File: src/rtl/throw_pkg.sv
// Shared types and constants for the projectile controller.
package throw_pkg;

    // Controller phases: waiting, charging power, ballistic flight, one-cycle wrap-up.
    typedef enum logic [1:0] {
        IDLE   = 2'd0,
        CHARGE = 2'd1,
        FLIGHT = 2'd2,
        DONE   = 2'd3
    } throw_state_e;

    localparam int SCREEN_W  = 1024;
    localparam int SCREEN_H  = 768;
    localparam int POWER_MAX = 63;

    localparam int POWER_W = 6;   // charge level
    localparam int POS_W   = 13;  // signed internal position
    localparam int OUT_W   = 12;  // unsigned pixel output
    localparam int VX_W    = 4;   // unsigned horizontal speed
    localparam int VY_W    = 8;   // signed vertical speed

    // Clamp a signed internal coordinate into 0..hi for the renderer.
    function automatic logic [OUT_W-1:0] clamp_pos(input logic signed [POS_W-1:0] v,
                                                   input logic [OUT_W-1:0]        hi);
        logic [OUT_W-1:0] r;
        if (v[POS_W-1]) begin
            r = '0;
        end else if (v[POS_W-2:0] > hi) begin
            r = hi;
        end else begin
            r = v[OUT_W-1:0];
        end
        return r;
    endfunction

endpackage

File: src/rtl/throw_step.sv
// One physics step: advance position by velocity, apply gravity, classify the new point.
module throw_step
    import throw_pkg::*;
#(
    parameter int START_Y  = 600,
    parameter int TARGET_X = 850,
    parameter int TARGET_Y = 560,
    parameter int TARGET_W = 64,
    parameter int TARGET_H = 64,
    parameter int GRAVITY  = 1
) (
    input  logic signed [POS_W-1:0] x_i,
    input  logic signed [POS_W-1:0] y_i,
    input  logic        [VX_W-1:0]  vx_i,
    input  logic signed [VY_W-1:0]  vy_i,
    input  logic                    dir_i,   // 1: move toward +x
    output logic signed [POS_W-1:0] x_o,
    output logic signed [POS_W-1:0] y_o,
    output logic signed [VY_W-1:0]  vy_o,
    output logic                    hit_det,
    output logic                    end_det
);

    localparam logic signed [POS_W-1:0] TX_LO  = POS_W'(TARGET_X);
    localparam logic signed [POS_W-1:0] TX_HI  = POS_W'(TARGET_X + TARGET_W);
    localparam logic signed [POS_W-1:0] TY_LO  = POS_W'(TARGET_Y);
    localparam logic signed [POS_W-1:0] TY_HI  = POS_W'(TARGET_Y + TARGET_H);
    localparam logic signed [POS_W-1:0] GROUND = POS_W'(START_Y);
    localparam logic signed [POS_W-1:0] X_LIM  = POS_W'(SCREEN_W);
    localparam logic signed [POS_W-1:0] GRAV   = POS_W'(GRAVITY);
    localparam logic signed [POS_W-1:0] VY_MAX = POS_W'(127);

    logic signed [POS_W-1:0] vx_ext;
    logic signed [POS_W-1:0] vy_ext;
    logic signed [POS_W-1:0] vy_sum;

    // Ground test uses the post-gravity vy, so a throw with zero power lands after one frame.
    always_comb begin
        vx_ext = {{(POS_W-VX_W){1'b0}}, vx_i};
        vy_ext = {{(POS_W-VY_W){vy_i[VY_W-1]}}, vy_i};
        x_o    = dir_i ? (x_i + vx_ext) : (x_i - vx_ext);
        y_o    = y_i + vy_ext;
        vy_sum = vy_ext + GRAV;
        if (vy_sum > VY_MAX) begin
            vy_o = VY_MAX[VY_W-1:0];
        end else begin
            vy_o = vy_sum[VY_W-1:0];
        end
        hit_det = (x_o >= TX_LO) && (x_o < TX_HI) && (y_o >= TY_LO) && (y_o < TY_HI);
        end_det = ((y_o >= GROUND) && (vy_o > 8'sd0)) || x_o[POS_W-1] || (x_o >= X_LIM);
    end

endmodule

File: src/rtl/throw_ctl.sv
// Local-player throw controller: power charge on fire hold, gravity flight, hit pulse.
// Handshake: none; frame_tick is a one-cycle strobe, outputs are plain registered levels/pulses.
module throw_ctl
    import throw_pkg::*;
#(
    parameter logic PLAYER   = 1'b1,
    parameter int   START_X  = 100,
    parameter int   START_Y  = 600,
    parameter int   TARGET_X = 850,
    parameter int   TARGET_Y = 560,
    parameter int   TARGET_W = 64,
    parameter int   TARGET_H = 64,
    parameter int   GRAVITY  = 1
) (
    input  logic              clk60MHz,
    input  logic              rst_n,
    input  logic [2:0]        turn,
    input  logic              frame_tick,
    input  logic              fire,
    output logic              throw_flag,
    output logic [OUT_W-1:0]  proj_x,
    output logic [OUT_W-1:0]  proj_y,
    output logic [POWER_W-1:0] power,
    output logic              hit
);

    localparam logic signed [POS_W-1:0] X0    = POS_W'(START_X);
    localparam logic signed [POS_W-1:0] Y0    = POS_W'(START_Y);
    localparam logic [OUT_W-1:0]        PX0   = OUT_W'(START_X);
    localparam logic [OUT_W-1:0]        PY0   = OUT_W'(START_Y);
    localparam logic [OUT_W-1:0]        X_MAX = OUT_W'(SCREEN_W - 1);
    localparam logic [OUT_W-1:0]        Y_MAX = OUT_W'(SCREEN_H - 1);
    localparam logic [POWER_W-1:0]      P_MAX = POWER_W'(POWER_MAX);

    throw_state_e             state_q, state_d;
    logic                     fire_q, fire_d;
    logic [POWER_W-1:0]       power_q, power_d;
    logic signed [POS_W-1:0]  x_q, x_d, y_q, y_d;
    logic [VX_W-1:0]          vx_q, vx_d;
    logic signed [VY_W-1:0]   vy_q, vy_d;
    logic                     throw_flag_q, throw_flag_d;
    logic                     hit_q, hit_d;
    logic [OUT_W-1:0]         proj_x_q, proj_x_d, proj_y_q, proj_y_d;

    logic                     my_turn;
    logic                     fire_rise;
    logic signed [POS_W-1:0]  nx, ny;
    logic signed [VY_W-1:0]   nvy;
    logic                     hit_det, end_det;
    logic                     unused_turn;

    assign my_turn     = (turn[0] == PLAYER);
    assign fire_rise   = fire & ~fire_q;
    assign unused_turn = ^turn[2:1];

    throw_step #(
        .START_Y (START_Y),
        .TARGET_X(TARGET_X),
        .TARGET_Y(TARGET_Y),
        .TARGET_W(TARGET_W),
        .TARGET_H(TARGET_H),
        .GRAVITY (GRAVITY)
    ) u_step (
        .x_i    (x_q),
        .y_i    (y_q),
        .vx_i   (vx_q),
        .vy_i   (vy_q),
        .dir_i  (PLAYER),
        .x_o    (nx),
        .y_o    (ny),
        .vy_o   (nvy),
        .hit_det(hit_det),
        .end_det(end_det)
    );

    // Next-state and registered-output decode; release beats a same-cycle frame_tick.
    always_comb begin
        state_d      = state_q;
        fire_d       = fire;
        power_d      = power_q;
        x_d          = x_q;
        y_d          = y_q;
        vx_d         = vx_q;
        vy_d         = vy_q;
        throw_flag_d = 1'b0;
        hit_d        = 1'b0;
        proj_x_d     = proj_x_q;
        proj_y_d     = proj_y_q;
        case (state_q)
            IDLE: begin
                proj_x_d = PX0;
                proj_y_d = PY0;
                if (fire_rise && my_turn) begin
                    state_d = CHARGE;
                    power_d = '0;
                end
            end
            CHARGE: begin
                if (!my_turn) begin
                    state_d = IDLE;
                    power_d = '0;
                end else if (!fire) begin
                    state_d      = FLIGHT;
                    throw_flag_d = 1'b1;
                    x_d          = X0;
                    y_d          = Y0;
                    vx_d         = power_q[POWER_W-1:2];
                    vy_d         = -$signed({{(VY_W-POWER_W+1){1'b0}}, power_q[POWER_W-1:1]});
                end else if (frame_tick && (power_q != P_MAX)) begin
                    power_d = power_q + POWER_W'(1);
                end
            end
            FLIGHT: begin
                throw_flag_d = 1'b1;
                if (frame_tick) begin
                    x_d      = nx;
                    y_d      = ny;
                    vy_d     = nvy;
                    proj_x_d = clamp_pos(nx, X_MAX);
                    proj_y_d = clamp_pos(ny, Y_MAX);
                    if (hit_det) begin
                        state_d      = DONE;
                        hit_d        = 1'b1;
                        throw_flag_d = 1'b0;
                    end else if (end_det) begin
                        state_d      = DONE;
                        throw_flag_d = 1'b0;
                    end
                end
            end
            DONE: begin
                state_d  = IDLE;
                power_d  = '0;
                proj_x_d = PX0;
                proj_y_d = PY0;
            end
            default: state_d = IDLE;
        endcase
    end

    // State and output registers with synchronous active-low reset.
    always_ff @(posedge clk60MHz) begin
        if (!rst_n) begin
            state_q      <= IDLE;
            fire_q       <= 1'b0;
            power_q      <= '0;
            x_q          <= X0;
            y_q          <= Y0;
            vx_q         <= '0;
            vy_q         <= '0;
            throw_flag_q <= 1'b0;
            hit_q        <= 1'b0;
            proj_x_q     <= PX0;
            proj_y_q     <= PY0;
        end else begin
            state_q      <= state_d;
            fire_q       <= fire_d;
            power_q      <= power_d;
            x_q          <= x_d;
            y_q          <= y_d;
            vx_q         <= vx_d;
            vy_q         <= vy_d;
            throw_flag_q <= throw_flag_d;
            hit_q        <= hit_d;
            proj_x_q     <= proj_x_d;
            proj_y_q     <= proj_y_d;
        end
    end

    assign throw_flag = throw_flag_q;
    assign hit        = hit_q;
    assign proj_x     = proj_x_q;
    assign proj_y     = proj_y_q;
    assign power      = power_q;

endmodule
File: config.mk
export PLATFORM = sky130hd
export DESIGN_NAME = throw_ctl
export DESIGN_NICKNAME = d
export VERILOG_FILES = /design/src/rtl/throw_pkg.sv /design/src/rtl/throw_step.sv /design/src/rtl/throw_ctl.sv
export SDC_FILE = /design/constraint.sdc
export NUM_CORES = 1
export LEC_CHECK = 0
export CORE_MARGIN = 2
export CORE_UTILIZATION = 55
export DETAILED_ROUTE_END_ITERATION = 12
export PLACE_DENSITY = 0.85
export SETUP_SLACK_MARGIN = 0.15
export SYNTH_ARGS = -nofsm -noshare
export SYNTH_HDL_FRONTEND = slang
export SYNTH_SLANG_ARGS = --single-unit
File: constraint.sdc
create_clock -name clk60MHz -period 3.4 [get_ports clk60MHz]
set_input_delay 0.68 -clock clk60MHz [delete_from_list [all_inputs] [get_ports clk60MHz]]
set_output_delay 0.68 -clock clk60MHz [all_outputs]
set_load 0.01 [all_outputs]
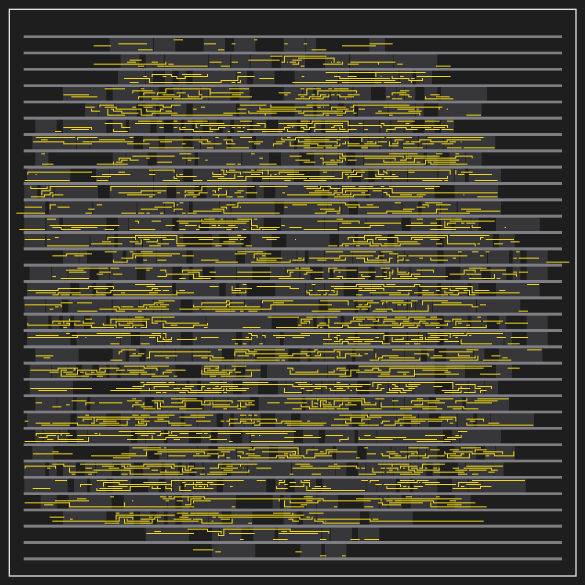
**Above:** run 1 (met1 routing).
Drawn at 6 px/um. Supply wires on this layer in grey.
main direction: horizontal
share of all routed wire: 42%

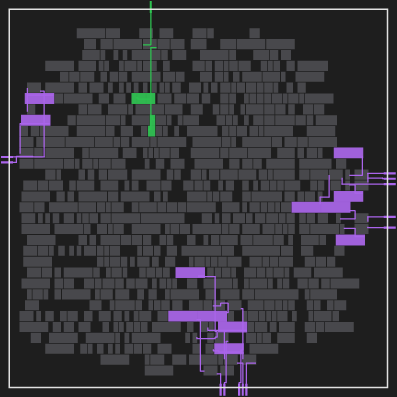
**Above:** run 1 (I/O nets highlighted).
Drawn at 4 px/um.
legend:
  green:
    port: `fire`
    direction: input
    end_cells: 5
    wire: 38.5 um
  purple:
    port: `proj_y`
    direction: output
    end_cells: 12
    wire: 258 um
Ports: 39
Port Buffers: 36

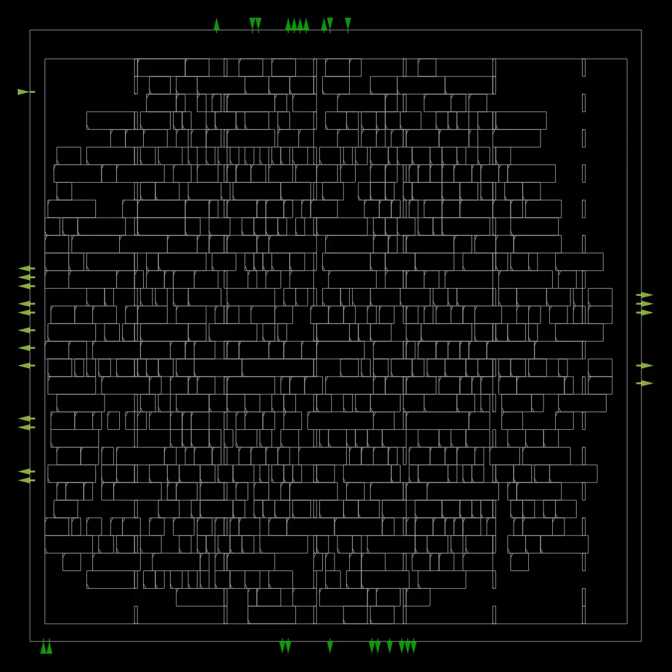
**Above:** run 1 (placement view).
final core occ: 68.0%
fillers: 661
FFs & Latches: 73

==> GITHUB_STEP_SUMMARY, run 1 <==
### Flow metrics

| Metric | Value |
|---|---|
| Late-Pin Clk Latency | `360 ps` |
| Post-synth top cells | `dfxtp_1, nand2_1, nor2_1` |
| Clock power share | `a little over a third` |
| Pwr top | `sequential cells` |
| Yosys aoi share | `26.1%` |
| Fmax | `314 MHz` |
| Worst Path Arrival | `between 3000 and 4000 ps` |
| Slowest CP cell | `or4_4` |
| Status | `completed` |
| Most common logic cells in the final layout | `dfxtp_1, nand2_1, nor2_1` |
| Setup ws final | `212 ps` |
| Gp weighted congestion | `0.964` |
| Total number of yosys warnings | `0` |
| Placement Rows | `32` |
| DR vias | `about 4300` |
| Slew @ Worst Pin | `792 ps` |
| Pleak | `0.00204 uW` |
| Power density cells | `407 nW/um^2` |
| Hold endpoint | `proj_y[1]` |
| Post-layout period usage of the worst path | `93.8%` |
| Cts repair resizes | `1` |
| Number of enable flip-flop cells | `0` |
| Synth Flop Type | `dfxtp_1` |
| Die area | `between 8000 and 9000 sq um` |
| Gr ovfl total | `0` |
| Rel. slew slack | `47.2%` |
| Worst hold start | `proj_y[1]` |
| Clk sinks | `73` |
| Sw Ratio | `31.1%` |
| Worst-path clk slew | `80 ps` |
| CP max FO | `5` |
| Cells along the critical path | `ha_1 -> o211ai_1 -> o21a_4 -> a211oi_1 -> or4_4 -> a2111o_1 -> o41ai_4 -> o21ai_1 -> a41o_1` |
| Comb group | `513 uW` |
| Yosys chip area | `4480 sq um` |
| Avg Cell Area, Syn | `slightly above 8 sq um` |
| Met1 Track Usage GR | `approximately 30%` |
| Met2 Use GR | `44.5%` |
| Dominant comb cell | `AND-OR/OR-AND gates` |
| Core area | `7810 sq um` |
| Synth mux share | `1.79%` |
| CP Buf/Inv Count | `0` |
| CP Launch Type | `flop` |
| Final min period | `3190 ps` |
| Post-detail-place hpwl | `slightly below 8000 um` |
| Post-synth top area share | `between 30% and 40%` |
| CP max stage delay | `approximately 500 ps` |
| Adder share | `7.60%` |
| Gr usage total | `25.3%` |
| Crit path capture type | `flop` |
| DR WL met3 | `662 um` |
| DRT Wirelength | `11200 um` |
| Max clock buf depth | `2` |
| Commonest Layout Cell | `dfxtp_1` |
| Sequential share of power | `41.5%` |
| Reg2reg start | `vy_q[2]` |
| Area grow syn2layout | `18.6%` |
| CP startpoint | `vy_q[2]` |
| Initial antenna violation count | `0` |
| Setup Viol. Count Final | `0` |
| Hold_buf cts | `0` |
| R2r endpoint | `throw_flag` |
| TritonCTS Buffers | `9` |
| WL/cell | `approximately 16 um` |
| DR DRC count | `0` |
| Clk root buf | `clkbuf_8` |
| Yosys stat cell total | `556` |
| Setup TNS | `0 ps` |
| Simple share | `between 20% and 30%` |
| R2r setup slk | `210 ps` |
| Final count of hold timing violations | `0` |
| Min-Delay Path Depth | `2` |
| Die Wd | `94.2 um` |
| Synth area leader | `dfxtp_1` |
| Post-synthesis cell count | `556` |
| Xor+xnor area frac | `4.70%` |
| Asr flop ratio synth | `0%` |
| M1 wire length | `4750 um` |
| Final tally of max-slew violations | `0` |
| Final setup skew | `10.8 ps` |
| Synth Seq Share | `32.7%` |
| First-pass DRT Iterations | `5` |
| First-pass GRT wire length | `17900 um` |
| Synthesized Nets | `slightly below 600` |
| Seq power | `898 uW` |
| Vias/cell | `between 6 and 7` |
| Max Cap Violations | `0` |
| CTS H-tree lvls | `3` |
| Worst VDD drop | `267 uV` |
| Clock Power | `751 uW` |
-- run 1: flip-flops by register name, indices dropped and copies added, names as in the netlist, named ones only --
signal / count
proj_x: 12
proj_y: 12
hit: 1
state_q: 1
power: 6
vx_q: 4
throw_flag: 1
x_q: 13
y_q: 13
vy_q: 8
fire_q: 1
-- run 1: metrics by stage --
step,hold WS (ps),util (%),cell area (sq um),cells,power [uW]
floorplan,445,-,4480,556,1250
global placement,451,63.7,4980,682,1360
detailed placement,459,63.7,4980,682,1370
CTS,470,66.5,5190,698,2120
global route,494,68.0,5310,703,2240
finish,466,68.0,5310,703,2160
-- run 1: layout make-up --
cell class                 instances  share of cell area, %
sequential                        73                   27.6
clock inverter                     6                   1.56
clock buffer                      10                   2.40
timing repair buffer              58                   9.80
multi-input combinational        436                   55.0
tap                              102                   2.40
inverter                          18                   1.27
**Run 1: cell area per tile**

Drawn at 4 px/um. The die is cut into 9 by 9 equal tiles; dark blue is low, red is high, 0 to 100% covered.
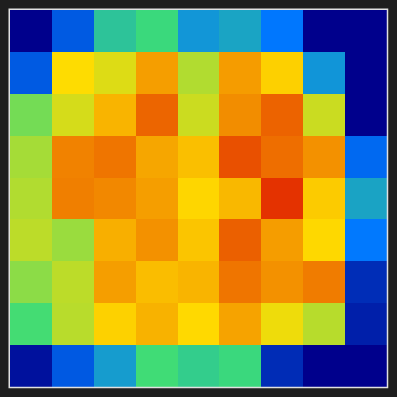

==> run 2, diff against run 1 <==
--- a/config.mk
+++ b/config.mk
@@ -5,8 +5,9 @@
 export SDC_FILE = /design/constraint.sdc
 export NUM_CORES = 1
 export LEC_CHECK = 0
-export CORE_MARGIN = 2
+export CORE_MARGIN = 5
 export CORE_UTILIZATION = 55
+export CTS_CLUSTER_SIZE = 12
 export DETAILED_ROUTE_END_ITERATION = 12
 export PLACE_DENSITY = 0.85
 export SETUP_SLACK_MARGIN = 0.15
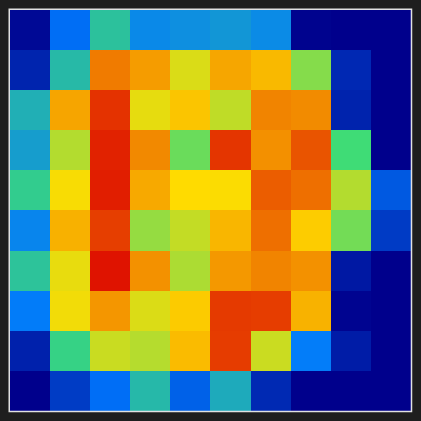
**Above:** run 2 (cell area per tile).
Drawn at 4 px/um. The die is cut into 10 by 10 equal tiles; dark blue is low, red is high, 0 to 100% covered.
emptiest ninth of the die: south-east
mean over tiles: 51%
densest ninth of the die: centre
nearly empty tiles: 15%
fullest tile: 98%
tiles over 75% full: 36%

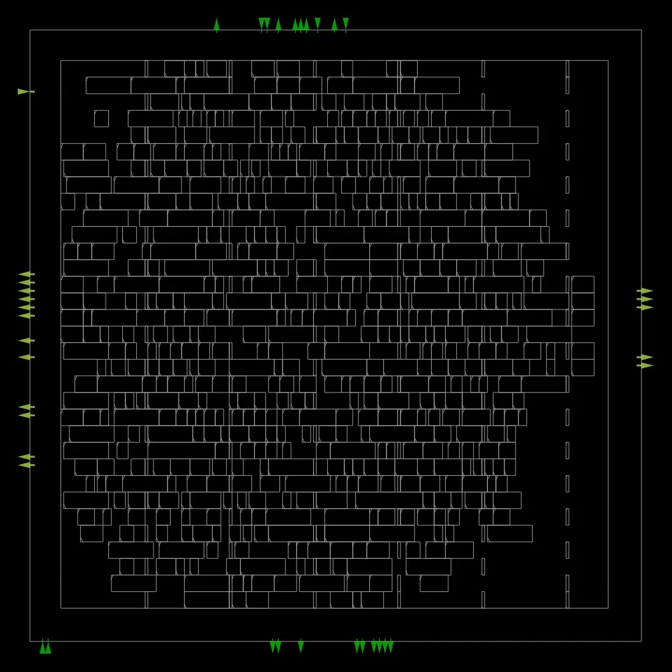
**Above:** run 2 (placement view).
Tap Cells: 105
core area: 8050 sq um

==> run 2 against run 1 <==
  * Sequential power about the same
  * Critical endpoint unchanged
  * Sequential cell count unchanged
  * Critical path type unchanged
  * Global-route usage down 2.8 points
  * Core utilization down 2.3 points
  * Die size up 13%
  * Clock power up 2%
  * Critical path depth unchanged
==> GITHUB_STEP_SUMMARY, run 2 <==
### Flow metrics

| Metric | Value |
|---|---|
| Status | `completed (unchanged)` |
| DR vias | `4303 (was 4308)` |
| Clock buf/inv share | `4.14% (was 3.96%)` |
| First-pass GRT wire length | `18600 um (was 17900 um)` |
| CP Buf/Inv Count | `0 (unchanged)` |
| Post-synth top cells | `dfxtp_1, nand2_1, nor2_1 (unchanged)` |
| Rel. slew slack | `43.6% (was 47.2%)` |
| Avg Cell Area, Syn | `8.05 sq um (unchanged)` |
| Gr ovfl total | `0 (unchanged)` |
| Sequential share of cell area | `27.8% (was 27.6%)` |
| Die Wd | `100 um (was 94.2 um)` |
| CTS H-tree lvls | `3 (unchanged)` |
| Number of enable flip-flop cells | `0 (unchanged)` |
| NonClk Buf Share | `9.99% (was 9.80%)` |
| R2r setup slk | `180 ps (was 210 ps)` |
| Met2 Use GR | `40.3% (was 44.5%)` |
| Clock Power | `764 uW (was 751 uW)` |
| Post-synthesis cell count | `556 (unchanged)` |
| Initial antenna violation count | `0 (unchanged)` |
| Total number of yosys warnings | `0 (unchanged)` |
| CP max FO | `5 (unchanged)` |
| Sequential share of power | `41.4% (was 41.5%)` |
| Clock power share | `35.3% (was 34.7%)` |
| Hold endpoint | `proj_y[5] (was proj_y[1])` |
| CP startpoint | `vy_q[2] (unchanged)` |
| DRT Wirelength | `11400 um (was 11200 um)` |
| Gp weighted congestion | `0.949 (was 0.964)` |
| Max clock buf depth | `2 (unchanged)` |
| Hold_buf cts | `0 (unchanged)` |
| Cts repair resizes | `2 (was 1)` |
| Asr flop ratio synth | `0% (unchanged)` |
| DR DRC count | `0 (unchanged)` |
| Comb group | `505 uW (was 513 uW)` |
| Worst hold start | `proj_y[5] (was proj_y[1])` |
| Clk sinks | `73 (unchanged)` |
| Top class by area | `logic gates (unchanged)` |
| Combinational Gates | `436 (unchanged)` |
==> run 2: per-stage QoR <==
step	cells	setup slack (ps)	util [%]	total power [uW]	cell area, sq um
2_1_floorplan	556	334	-	1250	4480
3_3_place_gp	686	219	61.9	1360	4990
3_5_place_dp	686	121	61.9	1370	4990
4_1_cts	702	175	64.8	2140	5220
5_1_grt	707	131	65.7	2270	5290
6_report	707	184	65.7	2170	5290
==> run 2: cell families after synthesis <==
| kind of cell | after synthesis | synth area share (%) |
|---|---|---|
| and+or+nand+nor | 209 | 23.2 |
| adders and majority gates | 26 | 7.60 |
| buffers and inverters | 47 | 3.97 |
| DFF | 73 | 32.7 |
| AOI/OAI and AO/OA | 169 | 26.1 |
| muxes | 8 | 1.79 |
| xor gates and xnor gates | 24 | 4.70 |
**Run 2: met1 routing**

Drawn at 6 px/um. Supply wires on this layer in grey.
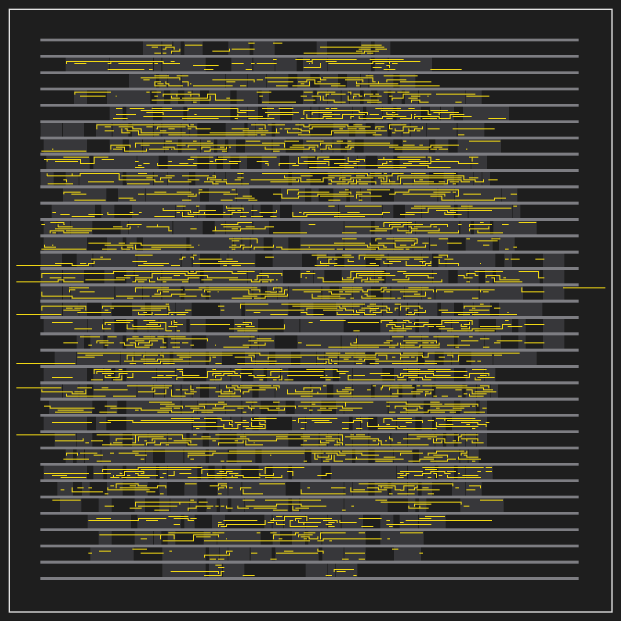

==> run 3, diff against run 2 <==
--- a/config.mk
+++ b/config.mk
@@ -7,9 +7,11 @@
 export LEC_CHECK = 0
 export CORE_MARGIN = 5
 export CORE_UTILIZATION = 55
+export CTS_CLUSTER_DIAMETER = 100
 export CTS_CLUSTER_SIZE = 12
 export DETAILED_ROUTE_END_ITERATION = 12
 export PLACE_DENSITY = 0.85
+export REMOVE_ABC_BUFFERS = 1
 export SETUP_SLACK_MARGIN = 0.15
 export SYNTH_ARGS = -nofsm -noshare
 export SYNTH_HDL_FRONTEND = slang
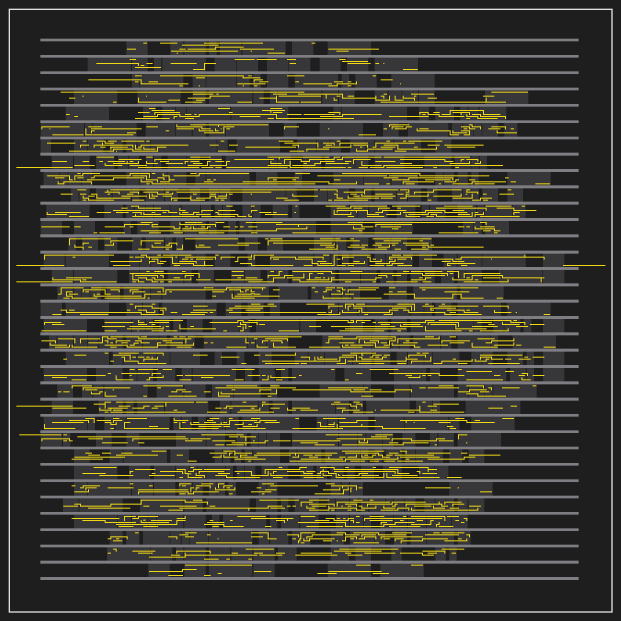
**Above:** run 3 (met1 routing).
Drawn at 6 px/um. Supply wires on this layer in grey.
main direction: horizontal
nets with wire on the layer: 593
wire length on this layer: 4870 um
met1 Track Usage GR: 29.5%
DRT Wirelength: 11500 um

==> run 3 against run 2 <==
  * Routed wire length rose by 1.1%
  * Largest power group unchanged
  * Highest routed layer unchanged
  * Worst hold slack got worse by 1.8 ps
  * Sequential cell count did not move
  * Register-to-register slack improved by 50 ps
==> GITHUB_STEP_SUMMARY, run 3 <==
### Flow metrics

| Metric | Value |
|---|---|
| Hold endpoint | `proj_y[0] (was proj_y[5])` |
| Worst-path clk slew | `80 ps (about the same)` |
| CTS H-tree lvls | `3 (unchanged)` |
| Hold_buf cts | `0 (unchanged)` |
| Yosys chip area | `4480 sq um (unchanged)` |
| Setup ws final | `236 ps (was 184 ps)` |
| Synth area leader | `dfxtp_1 (unchanged)` |
| Post-synth top cells | `dfxtp_1, nand2_1, nor2_1 (unchanged)` |
| Yosys stat cell total | `556 (unchanged)` |
| Total number of yosys warnings | `0 (unchanged)` |
| CP Launch Type | `flop (unchanged)` |
| Pwr top | `sequential cells (unchanged)` |
| Placement Rows | `33 (unchanged)` |
| Comb group | `506 uW (was 505 uW)` |
| R2r setup slk | `240 ps (was 180 ps)` |
| Gr usage total | `23.4% (was 22.5%)` |
| Rel. slew slack | `48.8% (was 43.6%)` |
| Number of enable flip-flop cells | `0 (unchanged)` |
| Status | `completed (unchanged)` |
| Placed Instances | `686 (unchanged)` |
| Pre-CTS WS | `55.4 ps (was 121 ps)` |
| Synth Flop Type | `dfxtp_1 (unchanged)` |
| Post-synthesis cell count | `556 (unchanged)` |
| Vias/cell | `6.11 (was 6.09)` |
| Post-Layout Cell Count | `704 (was 707)` |
| Setup Viol. Count Final | `0 (unchanged)` |
| Post-layout period usage of the worst path | `93.1% (was 94.6%)` |
| First-pass GRT wire length | `19100 um (was 18600 um)` |
| Die area | `10000 sq um (unchanged)` |
| Design area | `5280 sq um (was 5290 sq um)` |
| Sw Ratio | `31.7% (was 31.5%)` |
| Initial antenna violation count | `0 (unchanged)` |
| Commonest Layout Cell | `dfxtp_1 (unchanged)` |
| Most common logic cells in the final layout | `dfxtp_1, nand2_1, nor2_1 (unchanged)` |
| CP max FO | `5 (unchanged)` |
| Fmax | `316 MHz (was 311 MHz)` |
| Slew @ Worst Pin | `769 ps (was 846 ps)` |
| CP startpoint | `vy_q[0] (was vy_q[2])` |
| Power density cells | `411 nW/um^2 (was 410 nW/um^2)` |
| Die Wd | `100 um (unchanged)` |
| Final count of hold timing violations | `0 (unchanged)` |
| Crit path capture type | `flop (unchanged)` |
| Adder share | `7.60% (unchanged)` |
| Yosys aoi share | `26.1% (unchanged)` |
| DR DRC count | `0 (unchanged)` |
| Pleak | `0.00203 uW (was 0.00205 uW)` |
| Final min period | `3160 ps (was 3220 ps)` |
| Setup TNS | `0 ps (unchanged)` |
| Area after DPL | `4990 sq um (unchanged)` |
| Final setup skew | `11.1 ps (was 10.3 ps)` |
| TritonCTS Buffers | `9 (unchanged)` |
| Late-Pin Clk Latency | `360 ps (about the same)` |
| Post-detail-place hpwl | `8320 um (was 8100 um)` |
| Total power | `2170 uW (about the same)` |
| Worst hold start | `proj_y[0] (was proj_y[5])` |
| Clk sinks | `73 (unchanged)` |
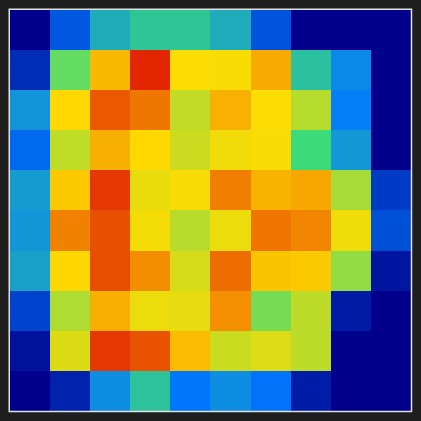
**Above:** run 3 (cell area per tile).
Drawn at 4 px/um. The die is cut into 10 by 10 equal tiles; dark blue is low, red is high, 0 to 100% covered.
tiles over 75% full: 29%
densest ninth of the die: centre
mean over tiles: 51%
nearly empty tiles: 13%
fullest tile: 96%
final core occ: 65.5%
fp util: 55.6%

## run 3: cell counts after synthesis
Identical to the previous run, type by type.
## run 3: cell type report
type                    count  area share [%]
clock inverters             6            1.71
repair buffers             56            9.58
flip-flops and latches     73            27.7
multi-input cells         436            54.8
well taps                 105            2.49
clock buffers              10            2.42
inverters                  18            1.28
## run 3: routing by layer
metal / wire length [um] / global-route usage (%) / share of wire (%)
met2: 5680 / 39.4 / 49
met3: 609 / 3.47 / 5.3
met5: 0 / 0 / 0
met1: 4870 / 29.5 / 42
met4: 343 / 11.0 / 3.0
## run 3: critical path, delay by kind of cell, from the launching register on
kind	cells	cell delay [ps]
AND-OR/OR-AND	8	2110
flip-flops	1	320
adder cells (fa/ha/maj)	2	640

==> layout pictures side by side <==
Drive-strength map.
Drawn at 4 px/um.
panel A
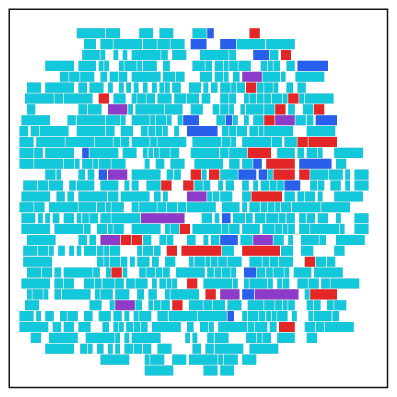
panel B
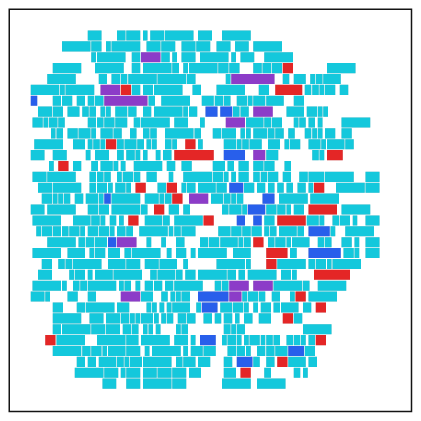
panel C
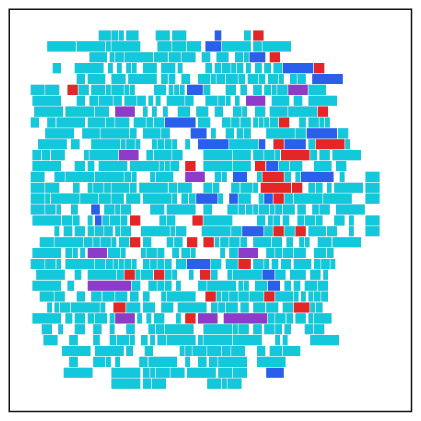
run 3 -> panel B
run 2 -> panel C
run 1 -> panel A

Key to panel A:
legend:
  red:
    size: _3 and _4 cells
    cells: 32
  purple:
    size: _6 and larger
    cells: 11
  cyan:
    size: _0 and _1 cells
    cells: 537
  blue:
    size: _2 cells
    cells: 21

Power and IR drop assume default switching activity.
